Figure 1. Placement density heat map (run 1).
10 x 10 tiles, from white (low) to dark blue (high), 0 to 100% covered.
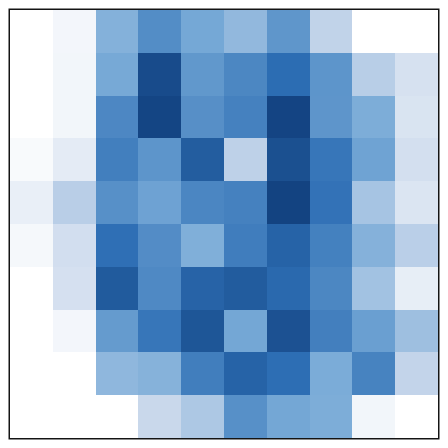
Figure 2. Cell outlines without signal wires (run 1).
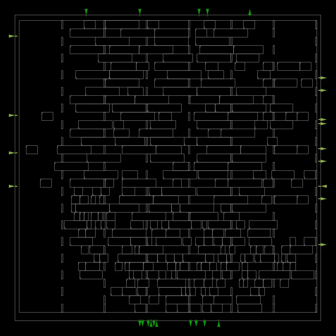
Figure 3. M1 wires (run 1).
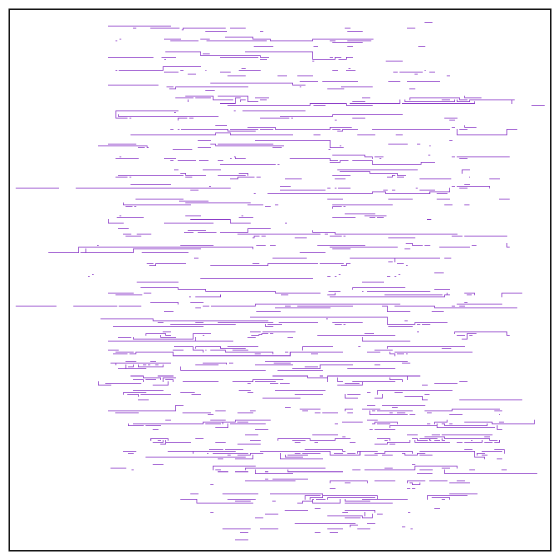
File: src/rtl/fir_sample_pacer_if.sv
// Producer-to-pacer sample stream: signed samples over a valid/ready handshake.
interface fir_sample_pacer_if #(
  parameter int DATA_W = 8
);
  logic [DATA_W-1:0] s_data;
  logic              s_valid;
  logic              s_ready;

  modport master (output s_data, output s_valid, input s_ready);
  modport slave  (input s_data, input s_valid, output s_ready);
endinterface

File: src/rtl/fir_sample_pacer.sv
// Buffers producer samples and releases one per FIR accumulate period on a stable output.
// Optional saturating underflow counter port: define FIR_PACER_UNDERFLOW_CNT_EN.
module fir_sample_pacer #(
  parameter  int DATA_W = 8,
  parameter  int DEPTH  = 8,
  parameter  int PERIOD = 20,
  parameter  int PRIME  = 2,
  localparam int AW     = $clog2(DEPTH),
  localparam int LW     = AW + 1,
  localparam int CW     = (PERIOD > 1) ? $clog2(PERIOD) : 1
) (
  input  logic                clk,
  input  logic                rst,
  fir_sample_pacer_if.slave   s_if,
  input  logic                enable,
  output logic [DATA_W-1:0]   sample_out,
  output logic                fir_ready,
  output logic                sample_strobe,
  output logic [LW-1:0]       level,
  output logic                underflow
`ifdef FIR_PACER_UNDERFLOW_CNT_EN
  ,
  output logic [7:0]          underflow_cnt
`endif
);

  typedef enum logic {ST_IDLE, ST_RUN} state_e;

  state_e            state_q, state_d;
  logic [DATA_W-1:0] mem_q [DEPTH];
  logic [AW-1:0]     wr_ptr_q, wr_ptr_d;
  logic [AW-1:0]     rd_ptr_q, rd_ptr_d;
  logic [LW-1:0]     level_q, level_d;
  logic [CW-1:0]     cnt_q, cnt_d;
  logic [DATA_W-1:0] sample_q, sample_d;
  logic              fir_ready_q, fir_ready_d;
  logic              strobe_q, strobe_d;
  logic              underflow_q, underflow_d;
  logic              push, pop, uf_evt;

  // Full is judged on the registered level, so a same-cycle pop never frees a slot early.
  assign s_if.s_ready = (level_q != LW'(DEPTH));
  assign push         = s_if.s_valid && s_if.s_ready;

  // NOTE: every combinational output gets a default first so no path leaves it unassigned (no latches).
  always_comb begin
    state_d  = state_q;
    cnt_d    = cnt_q;
    sample_d = sample_q;
    strobe_d = 1'b0;
    pop      = 1'b0;
    uf_evt   = 1'b0;

    unique case (state_q)
      ST_IDLE: begin
        if (enable && (level_q >= LW'(PRIME))) begin
          pop      = 1'b1;
          sample_d = mem_q[rd_ptr_q];
          strobe_d = 1'b1;
          cnt_d    = '0;
          state_d  = ST_RUN;
        end
      end
      ST_RUN: begin
        if (!enable) begin
          state_d = ST_IDLE;
          cnt_d   = '0;
        end else if (cnt_q == CW'(PERIOD - 1)) begin
          cnt_d    = '0;
          strobe_d = 1'b1;
          if (level_q != '0) begin
            pop      = 1'b1;
            sample_d = mem_q[rd_ptr_q];
          end else begin
            sample_d = '0;
            uf_evt   = 1'b1;
          end
        end else begin
          cnt_d = cnt_q + 1'b1;
        end
      end
      default: state_d = ST_IDLE;
    endcase

    fir_ready_d = (state_d == ST_RUN);
    underflow_d = underflow_q | uf_evt;
    wr_ptr_d    = wr_ptr_q + AW'(push);
    rd_ptr_d    = rd_ptr_q + AW'(pop);
    level_d     = level_q + LW'(push) - LW'(pop);
  end

  // NOTE: sequential state uses non-blocking assignments so all registers update from pre-edge values.
  always_ff @(posedge clk) begin
    if (rst) begin
      state_q     <= ST_IDLE;
      wr_ptr_q    <= '0;
      rd_ptr_q    <= '0;
      level_q     <= '0;
      cnt_q       <= '0;
      sample_q    <= '0;
      fir_ready_q <= 1'b0;
      strobe_q    <= 1'b0;
      underflow_q <= 1'b0;
    end else begin
      state_q     <= state_d;
      wr_ptr_q    <= wr_ptr_d;
      rd_ptr_q    <= rd_ptr_d;
      level_q     <= level_d;
      cnt_q       <= cnt_d;
      sample_q    <= sample_d;
      fir_ready_q <= fir_ready_d;
      strobe_q    <= strobe_d;
      underflow_q <= underflow_d;
    end
  end

  // NOTE: storage is not reset; clearing the pointers and level is what discards its contents.
  always_ff @(posedge clk) begin
    if (push) begin
      mem_q[wr_ptr_q] <= s_if.s_data;
    end
  end

`ifdef FIR_PACER_UNDERFLOW_CNT_EN
  logic [7:0] ucnt_q, ucnt_d;

  always_comb begin
    ucnt_d = ucnt_q;
    if (uf_evt && (ucnt_q != 8'hFF)) begin
      ucnt_d = ucnt_q + 8'd1;
    end
  end

  always_ff @(posedge clk) begin
    if (rst) begin
      ucnt_q <= '0;
    end else begin
      ucnt_q <= ucnt_d;
    end
  end

  assign underflow_cnt = ucnt_q;
`endif

  assign sample_out    = sample_q;
  assign fir_ready     = fir_ready_q;
  assign sample_strobe = strobe_q;
  assign level         = level_q;
  assign underflow     = underflow_q;

endmodule

File: src/flat_wrapper.sv
// flat-port wrapper written by rule: the top's interface ports become plain ports
module fir_sample_pacer_flat 
#(
  parameter  int DATA_W = 8,
  parameter  int DEPTH  = 8,
  parameter  int PERIOD = 20,
  parameter  int PRIME  = 2,
  localparam int AW     = $clog2(DEPTH),
  localparam int LW     = AW + 1,
  localparam int CW     = (PERIOD > 1) ? $clog2(PERIOD) : 1
)
  (clk, rst, enable, sample_out, fir_ready, sample_strobe, level, underflow, s_if_s_data, s_if_s_valid, s_if_s_ready);
  fir_sample_pacer_if #(.DATA_W(DATA_W)) s_if_i ();
  input  logic clk;
  input  logic rst;
  input  logic enable;
  output logic [DATA_W-1:0] sample_out;
  output logic fir_ready;
  output logic sample_strobe;
  output logic [LW-1:0] level;
  output logic underflow;
  input wire logic [$bits(s_if_i.s_data)-1:0] s_if_s_data;
  input wire logic [$bits(s_if_i.s_valid)-1:0] s_if_s_valid;
  output wire logic [$bits(s_if_i.s_ready)-1:0] s_if_s_ready;
  assign s_if_i.s_data = s_if_s_data;
  assign s_if_i.s_valid = s_if_s_valid;
  assign s_if_s_ready = s_if_i.s_ready;
  fir_sample_pacer #(.DATA_W(DATA_W), .DEPTH(DEPTH), .PERIOD(PERIOD), .PRIME(PRIME)) u_core (.clk(clk), .rst(rst), .s_if(s_if_i), .enable(enable), .sample_out(sample_out), .fir_ready(fir_ready), .sample_strobe(sample_strobe), .level(level), .underflow(underflow));
endmodule
File: config.mk
export PLATFORM = sky130hd
export DESIGN_NAME = fir_sample_pacer_flat
export DESIGN_NICKNAME = d
export VERILOG_FILES = /design/src/rtl/fir_sample_pacer_if.sv /design/src/rtl/fir_sample_pacer.sv /design/src/flat_wrapper.sv
export SDC_FILE = /design/constraint.sdc
export NUM_CORES = 1
export LEC_CHECK = 0
export ABC_CLOCK_PERIOD_IN_PS = 2060
export CAP_MARGIN = 10
export CORE_UTILIZATION = 38
export DETAILED_ROUTE_END_ITERATION = 8
export GPL_ROUTABILITY_DRIVEN = 0
export SKIP_LAST_GASP = 1
export SLEW_MARGIN = 5
export SYNTH_ARGS = -nofsm -noshare
export SYNTH_HDL_FRONTEND = slang
export SYNTH_SLANG_ARGS = --single-unit
File: constraint.sdc
create_clock -name clk -period 2.06 [get_ports clk]
set_input_delay 0.412 -clock clk [delete_from_list [all_inputs] [get_ports clk]]
set_output_delay 0.412 -clock clk [all_outputs]
set_load 0.005 [all_outputs]
==> ci_impl_report.md, run 1 <==
### Flow metrics

| Metric | Value |
|---|---|
| Vias in the first global route | between 1500 and 2000 |
| Cell type with the largest total area | edfxtp_1 |
| Top area cell types | edfxtp_1, dfxtp_1, mux4_1 |
| Ant diodes | 0 |
| Share of layout cells above drive strength 1 | between 30% and 40% |
| Late-Pin Clk Latency | 0.36 ns |
| Worst-path cell chain | ha_4 > nand4bb_4 > a32oi_2 > and2_4 > ha_4 > inv_2 > ha_4 > fa_2 > nor2b_4 |
| Port-buffer cells | 27 |
| Die Wd | roughly 100 um |
| Total congestion overflow | 0 |
| TritonCTS Buffers | 9 |
| CTS Root Cell | clkbuf_8 |
| Post-synth top area share | approximately 53% |
| VDD IR max | between 0.0003 and 0.0004 V |
| Top Layout Cells | edfxtp_1, buf_4, clkdlybuf4s50_1, dfxtp_1, nor2_1 |
| Worst-Margin Slew | ~0.56 ns |
| Worst EP required | around 2.3 ns |
| Worst Path Max Fanout | 2 |
| DRT Wirelength | 6630 um |
| Starting DRT DRC Count | around 110 |
| Final hold viol count | 0 |
| Min Tclk post-route | between 2 and 2.5 ns |
| Most numerous logic cell after layout | edfxtp_1 |
| Sink Count | 90 |
| Setup TNS | -0.0862 ns |
| # IOs | 28 |
| Finished Cell Area | approximately 4600 um^2 |
| Layout Nets | 305 |
| Die ar. | between 9000 and 10000 um^2 |
| GRT Resource Usage Total | 14.1% |
| Worst-path clk slew | approximately 0.10 ns |
| CP delay by family, top | adder cells |
| Final period utilization | 103% |
| Area Overhead vs Synth | 26.3% |
| Max incr delay on CP | ~0.43 ns |
| FMAX | roughly 0.47 GHz |
| Die height | approximately 100 um |
| Largest net degree at the start of global routing | 20 |
| Syn_area_per_cell | 17.0 um^2 |
| YS chip area | ~3600 um^2 |
| Dpl ws | -0.190 ns |
| Crit path max-delay cell type | fa_2 |
| Max_cap viols | 0 |
| Worst setup SP type | flip-flop |
| Slew headroom | a little over three fifths |
| Fp_density | roughly two fifths |
| Routed len/inst | about 16 um |
| Critical path type | reg2reg |
| Hpwl dp | between 4000 and 5000 um |
| Detail Route Antenna Nets | 0 |
| Final Max Slew Viols | 0 |
| Worst setup margin | -0.0618 ns |
| Top cells by count | edfxtp_1, dfxtp_1, nor2_1, ha_1, mux4_1 |
| CP bufs+invs | 1 |
| Routed vias/inst | between 4 and 5 |
| Distinct lib cells | 37 |
| Kind of end point of the critical path | flip-flop |
| Placed Area | approximately 4200 um^2 |
| Main flop type | edfxtp_1 |
| EDFF count, synth | 64 |
| First-pass GRT wire length | 10200 um |
| Worst EP arrival | roughly 2.4 ns |
| Seq share, synth | 67.3% |
| Vias | 1966 |
| Most numerous cell on the critical path | ha_4 |
| # Cells Yosys | roughly 210 |
| H-tree depth | 3 |
| Syn. warnings | 0 |
| Final setup vio count | 2 |
| Failing checks | negative setup slack |
| Worst Skew | 0.0144 ns |
| OpenROAD warning count | 29 |
| Synthesized area | about 3600 um^2 |
| Clock tree buffer depth | 2 |
| PnR Total Power | 4.81 mW |
| Most common cell in the netlist | edfxtp_1 |
| CTS resizes | 6 |
| Outcome | complete, but fails checks |
| RSZ-0062 raised after global routing | yes |
| DRC errors left | 0 |
| Post-Syn Instances | between 200 and 250 |
| Pwr Density | 1050 nW/um^2 |
| Hold buffers post-CTS | 0 |
| Core ar. | 9240 um^2 |
| Syn_nets | between 200 and 250 |
| Post-synth ARST share | 0% |
| Number of iterations in the first detailed-routing pass | 4 |
| TritonCTS clock tree | built |
| P_leak | between 1.5 and 2 nW |
| #FFs+latches synth | approximately 90 |
| Initial antenna violation count | 0 |
| Hold crit path type | reg2reg |
| Post CTS Setup Buffer Count | 6 |
## Picture notes: Figure 1
mean over tiles: 45%
fullest tile: 93%
nearly empty tiles: 13%
tiles over 75% full: 15%
emptiest ninth of the die: bottom left

## Picture notes: Figure 2
Filler Cell Count: 785
post-route core utilization: 49.6%
std cell rows: 35
Cell Count, Final, Fillers Out: 415

## Picture notes: Figure 3
main direction: horizontal
nets with wire on the layer: 280
wire length on this layer: 3140 um
share of all routed wire: 47%

run 1: state kept, by name, summed over array words and instances, names as in the netlist:
signal	count
u_core.wr_ptr_q	3
u_core.rd_ptr_q	3
u_core.sample_strobe	1
u_core.mem_q	64
u_core.sample_out	8
u_core.underflow	1
u_core.state_q	1
u_core.cnt_q	5
u_core.level	4
run 1: stage by stage:
| step | hold WS [ns] | cells |
|---|---|---|
| 2_1_floorplan | 0.460 | 214 |
| 3_3_place_gp | 0.453 | 391 |
| 3_5_place_dp | 0.466 | 391 |
| 4_1_cts | 0.489 | 413 |
| 5_1_grt | 0.520 | 415 |
| 6_report | 0.479 | 415 |
run 1: cell type report:
class | instances | area (um^2)
clock inverters | 7 | 73.8
clock buffers | 9 | 124
multi-input cells | 110 | 1210
fillers | 785 | 4660
repair buffers | 63 | 539
inverters | 7 | 26.3
well taps | 129 | 161
flip-flops and latches | 90 | 2450
run 1: final timing paths:
check | from | endpoint | slack, ns | cells after the start
worst max-delay path | u_core.cnt_q[0] | u_core.level[1] | -0.06 | 9
worst min-delay path | u_core.underflow | u_core.underflow | 0.48 | 2
worst max register to register | u_core.cnt_q[0] | u_core.level[1] | -0.06 | 9
worst min register to register | u_core.underflow | u_core.underflow | 0.48 | 2
run 1: per-layer routing:
layer  GRT usage (%)  routed length, um
met5               0                  0
met1            19.7               3140
met2            21.2               3130
met3            2.53                303
met4            6.79                 46
run 1: kinds of logic after synthesis:
logic type | share of synthesized area (%)
xor gates and xnor gates | 0.965
and+or+nand+nor | 6.69
muxes | 13.8
DFF | 67.3
adders and majority gates | 4.34
AOI/OAI and AO/OA | 4.59
buffers and inverters | 2.34
run 1: power by group:
group          internal [mW]  switching, mW  total, mW
clock network          0.485          0.710       1.20
logic                  0.829          0.561       1.39
registers               2.12          0.102       2.22
total                   3.43           1.37       4.81
## Run 2: what changed since run 1
HOLD_SLACK_MARGIN = 0.03   (was default)
REMOVE_ABC_BUFFERS = 1   (was default)
Figure 4. The metal 2 layer (run 2).
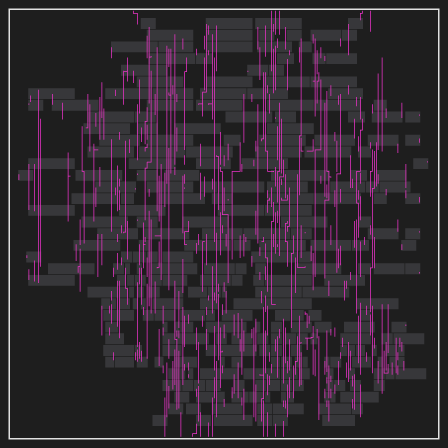
nets with wire on the layer: 270
wire length on this layer: 3070 um
share of all routed wire: 47%

Figure 5. Placement density heat map (run 2).
10 x 10 tiles, from white (low) to dark blue (high), 0 to 100% covered.
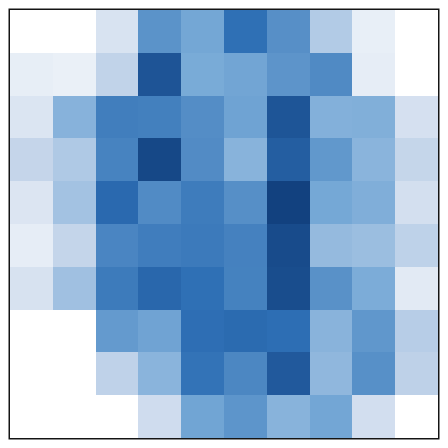
tiles over 75% full: 12%
mean over tiles: 45%
emptiest ninth of the die: bottom left

==> ci_impl_report.md, run 2 <==
### Flow metrics

| Metric | Value |
|---|---|
| Die height | roughly 100 um |
| # Cells Yosys | around 210 |
| Starting DRT DRC Count | approximately 79 |
| Final hold viol count | 0 |
| Slew headroom | between 60% and 70% |
| Area Overhead vs Synth | 26.6% |
| TritonCTS clock tree | built |
| #FFs+latches synth | roughly 90 |
| Sink Count | 90 |
| Initial antenna violation count | 0 |
| First-pass GRT wire length | around 10000 um |
| DRC errors left | 0 |
| RSZ-0062 raised after global routing | yes |
| Post-synth top area share | 53.0% |
| Global routing usage on met2 | 21.9% |
| CP startpoint | u_core.cnt_q[1] |
| Dpl cells | just under 400 |
| Distinct lib cells | 37 |
| Max FFs per register | 64 |
| Routed vias/inst | 4.73 |
| Max_cap viols | 0 |
| FMAX | slightly below 0.5 GHz |
| P_leak | 1.59 nW |
| Final setup vio count | 1 |
| Top cells by count | edfxtp_1, dfxtp_1, nor2_1, ha_1, mux4_1 |
| Syn_area_per_cell | 17.0 um^2 |
| Hold crit path type | reg2reg |
| Seq share, synth | 67.3% |
| PnR Total Power | ~4.8 mW |
| Routed len/inst | 15.6 um |
| OpenROAD warning count | 28 |
| Final period utilization | 100% |
| GR Util met3 | between 2 and 3% |
| Largest net degree at the start of global routing | 18 |
| Synthesized area | ~3600 um^2 |
| Outcome | complete, but fails checks |
| Worst EP arrival | between 2 and 2.5 ns |
| Hpwl dp | around 4200 um |
| Top Layout Cells | edfxtp_1, buf_4, clkdlybuf4s50_1, dfxtp_1, nor2_1 |
| Top area cell types | edfxtp_1, dfxtp_1, mux4_1 |
| Finished Cell Area | between 4000 and 5000 um^2 |
| Setup TNS | -0.00184 ns |
| Post-synth ARST share | 0% |
| DRT met1 WL | approximately 3200 um |
| Number of iterations in the first detailed-routing pass | 4 |
| Most numerous logic cell after layout | edfxtp_1 |
| Kind of end point of the critical path | flip-flop |
| Die Wd | about 100 um |
| Syn. warnings | 0 |
| Pwr Density | just over 1000 nW/um^2 |
| Min Tclk post-route | between 2 and 2.5 ns |
| TritonCTS Buffers | 9 |
| Worst Skew | 0.00741 ns |
| Dpl ws | -0.157 ns |
| Worst EP required | 2.31 ns |
| Worst setup margin | -0.00184 ns |
| Cell type with the largest total area | edfxtp_1 |
| Vias in the first global route | approximately 2000 |
| Reg2reg start | u_core.cnt_q[1] |
| DR WL met3 | between 150 and 200 um |
| GRT Resource Usage Total | about 14% |
| Global Route met1 Usage | just under 20% |
| Uppermost routed layer | met4 |
| WHS | 0.484 ns |
| Clock tree buffer depth | 2 |
| Cell Count, Final, Fillers Out | roughly 420 |
| Ant diodes | 0 |
| # IOs | 28 |
| Filler Cell Count | 784 |
| Total congestion overflow | 0 |
| VDD IR max | 0.000346 V |
| Core ar. | about 9200 um^2 |
| H-tree depth | 3 |
| Die ar. | 9940 um^2 |
| Most common cell in the netlist | edfxtp_1 |
| Failing checks | negative setup slack |
| WL met2 | a little over 3000 um |
==> run 2: cell counts after synthesis <==
No cell type changed its count.
==> run 2: report_power, final <==
part / switching, mW / internal (mW)
Sequential: 0.0980 / 2.12
Combinational: 0.553 / 0.827
Clock: 0.669 / 0.497
Total: 1.32 / 3.44
==> run 2: worst paths after layout <==
path / slack, ns / endpoint / depth (start not counted)
worst min-delay path: 0.48 / u_core.sample_out[7] / 1
worst max-delay path: -0.002 / u_core.level[1] / 9
worst min register to register: 0.48 / u_core.sample_out[7] / 1
worst max register to register: -0.002 / u_core.level[1] / 9
==> run 2: worst max-delay path: stages (launching register included) <==
cell and delay, ns:
dfxtp_2 0.36, ha_4 0.15, nand4bb_4 0.13, a32oi_2 0.19
and2_4 0.19, ha_4 0.19, inv_2 0.06, ha_4 0.14
fa_2 0.43, nor2b_4 0.13
==> run 2: layout make-up <==
class | instances | area [um^2] | share of cell area, %
Clock buffer | 10 | 138 | 3.00
Clock inverter | 6 | 58.8 | 1.28
Inverter | 7 | 26.3 | 0.572
Multi-Input combinational cell | 110 | 1210 | 26.4
Sequential cell | 90 | 2450 | 53.3
Tap cell | 129 | 161 | 3.51
Timing Repair Buffer | 64 | 551 | 12.0
==> run 2: timing repair <==
action                                  in CTS  in global routing
pin swaps                                    4                  9
resized                                      8                 16
endpoints found under the setup margin       9                 12
buffers inserted                             6                  2
hold buffers                                 0                  0
==> run 2: cell families (layout without fill, tap and decap cells) <==
group	after synthesis	count (layout)	share of synthesized area (%)
buffers and inverters	14	87	2.34
AOI/OAI and AO/OA	24	24	4.59
muxes	25	25	13.8
adders and majority gates	12	12	4.34
xor gates and xnor gates	4	4	0.965
and+or+nand+nor	45	45	6.69
DFF	90	90	67.3
## Run 3: what changed since run 2
ABC_CLOCK_PERIOD_IN_PS = 2000   (was 2060)
clock period = 2 ns   (was 2.06 ns; I/O delays follow)
Figure 6. Where the registers sit (run 3).
Other sequential cells in the stronger grey, the rest of the logic in the fainter grey.
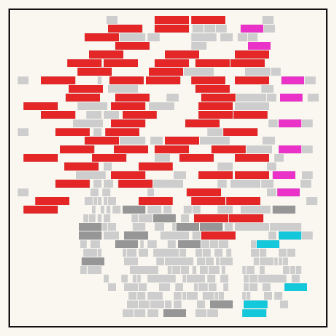
legend:
  `u_core.sample_out`:
    colour: magenta
    flops: 8
  `u_core.mem_q`:
    colour: red
    flops: 64
  `u_core.cnt_q`:
    colour: cyan
    flops: 5
    where: bottom right
not coloured: 13

Figure 7. Placement density heat map (run 3).
10 x 10 tiles, from white (low) to dark blue (high), 0 to 100% covered.
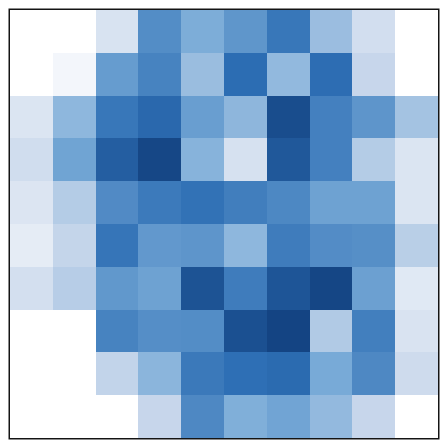
nearly empty tiles: 13%
fullest tile: 92%
emptiest ninth of the die: bottom left
mean over tiles: 45%
tiles over 75% full: 13%

==> ci_impl_report.md, run 3 <==
### Flow metrics

| Metric | Value |
|---|---|
| Outcome | complete, but fails checks |
| Failing checks | negative setup slack |
| CLK BUF | 10 |
| Top class by area | sequential cells |
| Final hold viol count | 0 |
| Clk tree area frac | approximately 4.8% |
| Hpwl dp | ~4300 um |
| Seq/total area | between 50% and 60% |
| Multi-In Gates | 110 |
| Hold Crit Depth | 2 |
| RSZ-0062 raised after global routing | yes |
| Comb/total area | around a quarter |
| Total congestion overflow | 0 |
| Routed vias/inst | 4.83 |
| Post-Syn Instances | 214 |
| Fp_density | a little under 40% |
| Main flop type | edfxtp_1 |
| Top cells by count | edfxtp_1, dfxtp_1, nor2_1, ha_1, mux4_1 |
| Seq share, synth | 67.3% |
| Final setup vio count | 5 |
| Most numerous cell on the critical path | ha_4 |
| Tapcells | approximately 130 |
| Post-route core utilization | 50.2% |
| Initial antenna violation count | 0 |
| YS chip area | around 3600 um^2 |
| CP delay by family, top | adder cells |
| Dpl cells | between 300 and 400 |
| TritonCTS clock tree | built |
| Layout Nets | approximately 310 |
| Placed Area | about 4200 um^2 |
| Max incr delay on CP | between 0.4 and 0.5 ns |
| Worst setup margin | -0.0779 ns |
| Port-buffer cells | 27 |
| Syn. warnings | 0 |
| CTS Root Cell | clkbuf_8 |
| Reg2reg setup slack | -0.08 ns |
| Non-Clock Buffer Area Fraction | between 10% and 20% |
| Worst Hold End | u_core.underflow |
| Largest net degree at the start of global routing | 17 |
| Most numerous logic cell after layout | edfxtp_1 |
| Starting DRT DRC Count | roughly 100 |
| Vias | ~2000 |
| Worst Skew | ~0.013 ns |
| Pwr Density | between 1000 and 1500 nW/um^2 |
| Hold crit path type | reg2reg |
| EDFF count, synth | about 64 |
| GRT Resource Usage Total | 14.6% |
| Area Overhead vs Synth | 27.8% |
| Ant diodes | 0 |
| # IOs | 28 |
| Worst EP arrival | 2.33 ns |
| Core ar. | a little over 9000 um^2 |
| Number of iterations in the first detailed-routing pass | 4 |
| Worst setup SP type | flip-flop |
| Kind of end point of the critical path | flip-flop |
| Distinct lib cells | 37 |
| Die Wd | ~100 um |
| Clock tree buffer depth | 2 |
| Vias in the first global route | 1969 |
| # Cells Yosys | 214 |
| Most common cell in the netlist | edfxtp_1 |
| Std cell rows | 35 |
| Top Layout Cells | edfxtp_1, buf_4, clkdlybuf4s50_1, dfxtp_1, nor2_1 |
| Min Tclk post-route | between 2 and 2.5 ns |
| Sink Count | 90 |
| #FFs+latches synth | 90 |
| Worst-Margin Slew | between 0.5 and 0.6 ns |
| Die ar. | 9940 um^2 |
| Post-synth top area share | 53.0% |
| P_leak | 1.61 nW |
| Post-synth ARST share | 0% |
| Max FFs per register | between 60 and 70 |
| VDD IR max | slightly below 0.0004 V |
| PnR Total Power | a little over 5 mW |
| Reg2reg start | u_core.cnt_q[1] |
| TritonCTS Buffers | 9 |
| DRT Wirelength | just under 7000 um |
| Filler Cell Count | about 790 |
| Top area cell types | edfxtp_1, dfxtp_1, mux4_1 |
| Share of layout cells above drive strength 1 | between 30% and 40% |
| Crit path max-delay cell type | fa_2 |
| Final Max Slew Viols | 0 |
| Final period utilization | 104% |
| Seq Cell Count | roughly 90 |
| Hold buffers post-CTS | 0 |
| FMAX | 0.481 GHz |
| Number of non-clock inverters in the layout | 7 |
| Worst Path Max Fanout | 2 |
| Worst-path clk slew | 0.09 ns |
| DRC errors left | 0 |
| Reg2reg path depth | 9 |
| RR Endpoint | u_core.level[1] |
| Setup TNS | -0.216 ns |
| Worst-path cell chain | ha_4 > nand4bb_4 > a32oi_2 > and2_4 > ha_4 > inv_2 > ha_4 > fa_2 > nor2b_1 |
| Finished Cell Area | ~4600 um^2 |
| Detail Route Antenna Nets | 0 |
| Late-Pin Clk Latency | 0.36 ns |
| Die height | ~100 um |
| Synthesized area | ~3600 um^2 |
| Routed len/inst | about 16 um |
| HP Start | u_core.underflow |
| Worst EP required | 2.26 ns |
| Critical path type | reg2reg |
| Flop area | about 2400 um^2 |
| Max_cap viols | 0 |
| OpenROAD warning count | 28 |
| Syn_area_per_cell | around 17 um^2 |
| H-tree depth | 3 |
| CP bufs+invs | 1 |
-- run 3: cell counts after synthesis --
Identical to the previous run, type by type.
-- run 3: power breakdown --
group	switching, mW	leakage (nW)	internal [mW]	total, mW
clock	0.659	0.109	0.722	1.38
combinational	0.569	0.708	0.850	1.42
sequential	0.106	0.794	2.18	2.29
-- run 3: worst max path at each step --
stage                         start               to  slack, ns  cells past startpoint
finish              u_core.cnt_q[1]  u_core.level[1]      -0.08                      9
global route        u_core.cnt_q[1]  u_core.level[1]      -0.17                      9
CTS                 u_core.cnt_q[0]  u_core.level[1]      -0.14                      9
detailed placement           enable  u_core.level[2]      -0.20                      8
global placement             enable  u_core.level[2]      -0.20                      8
floorplan           u_core.cnt_q[0]  u_core.level[2]      -0.06                     10
-- run 3: kinds of logic (layout without fill, tap and decap cells) --
| group | count (synthesis) | in the layout | synth area share (%) |
|---|---|---|---|
| AOI/OAI and AO/OA | 24 | 24 | 4.59 |
| xor gates and xnor gates | 4 | 4 | 0.965 |
| adders and majority gates | 12 | 12 | 4.34 |
| buffers and inverters | 14 | 90 | 2.34 |
| DFF | 90 | 90 | 67.3 |
| muxes | 25 | 25 | 13.8 |
| and+or+nand+nor | 45 | 45 | 6.69 |
-- run 3: repair_timing --
action / CTS / global route
gates resized: 5 / 19
setup buffers: 6 / 4
endpoints found under the setup margin: 12 / 14
pin swaps: 3 / 11
-- run 3: routing by layer --
metal | share of wire [%] | wire, um | global-route usage, %
met1 | 49 | 3270 | 20.2
met2 | 48 | 3230 | 22.1
met3 | 2.2 | 147 | 3.16
met4 | 1.2 | 79 | 6.79
met5 | 0 | 0 | 0
No activity file was given, so power comes from the tool's default toggle rates.
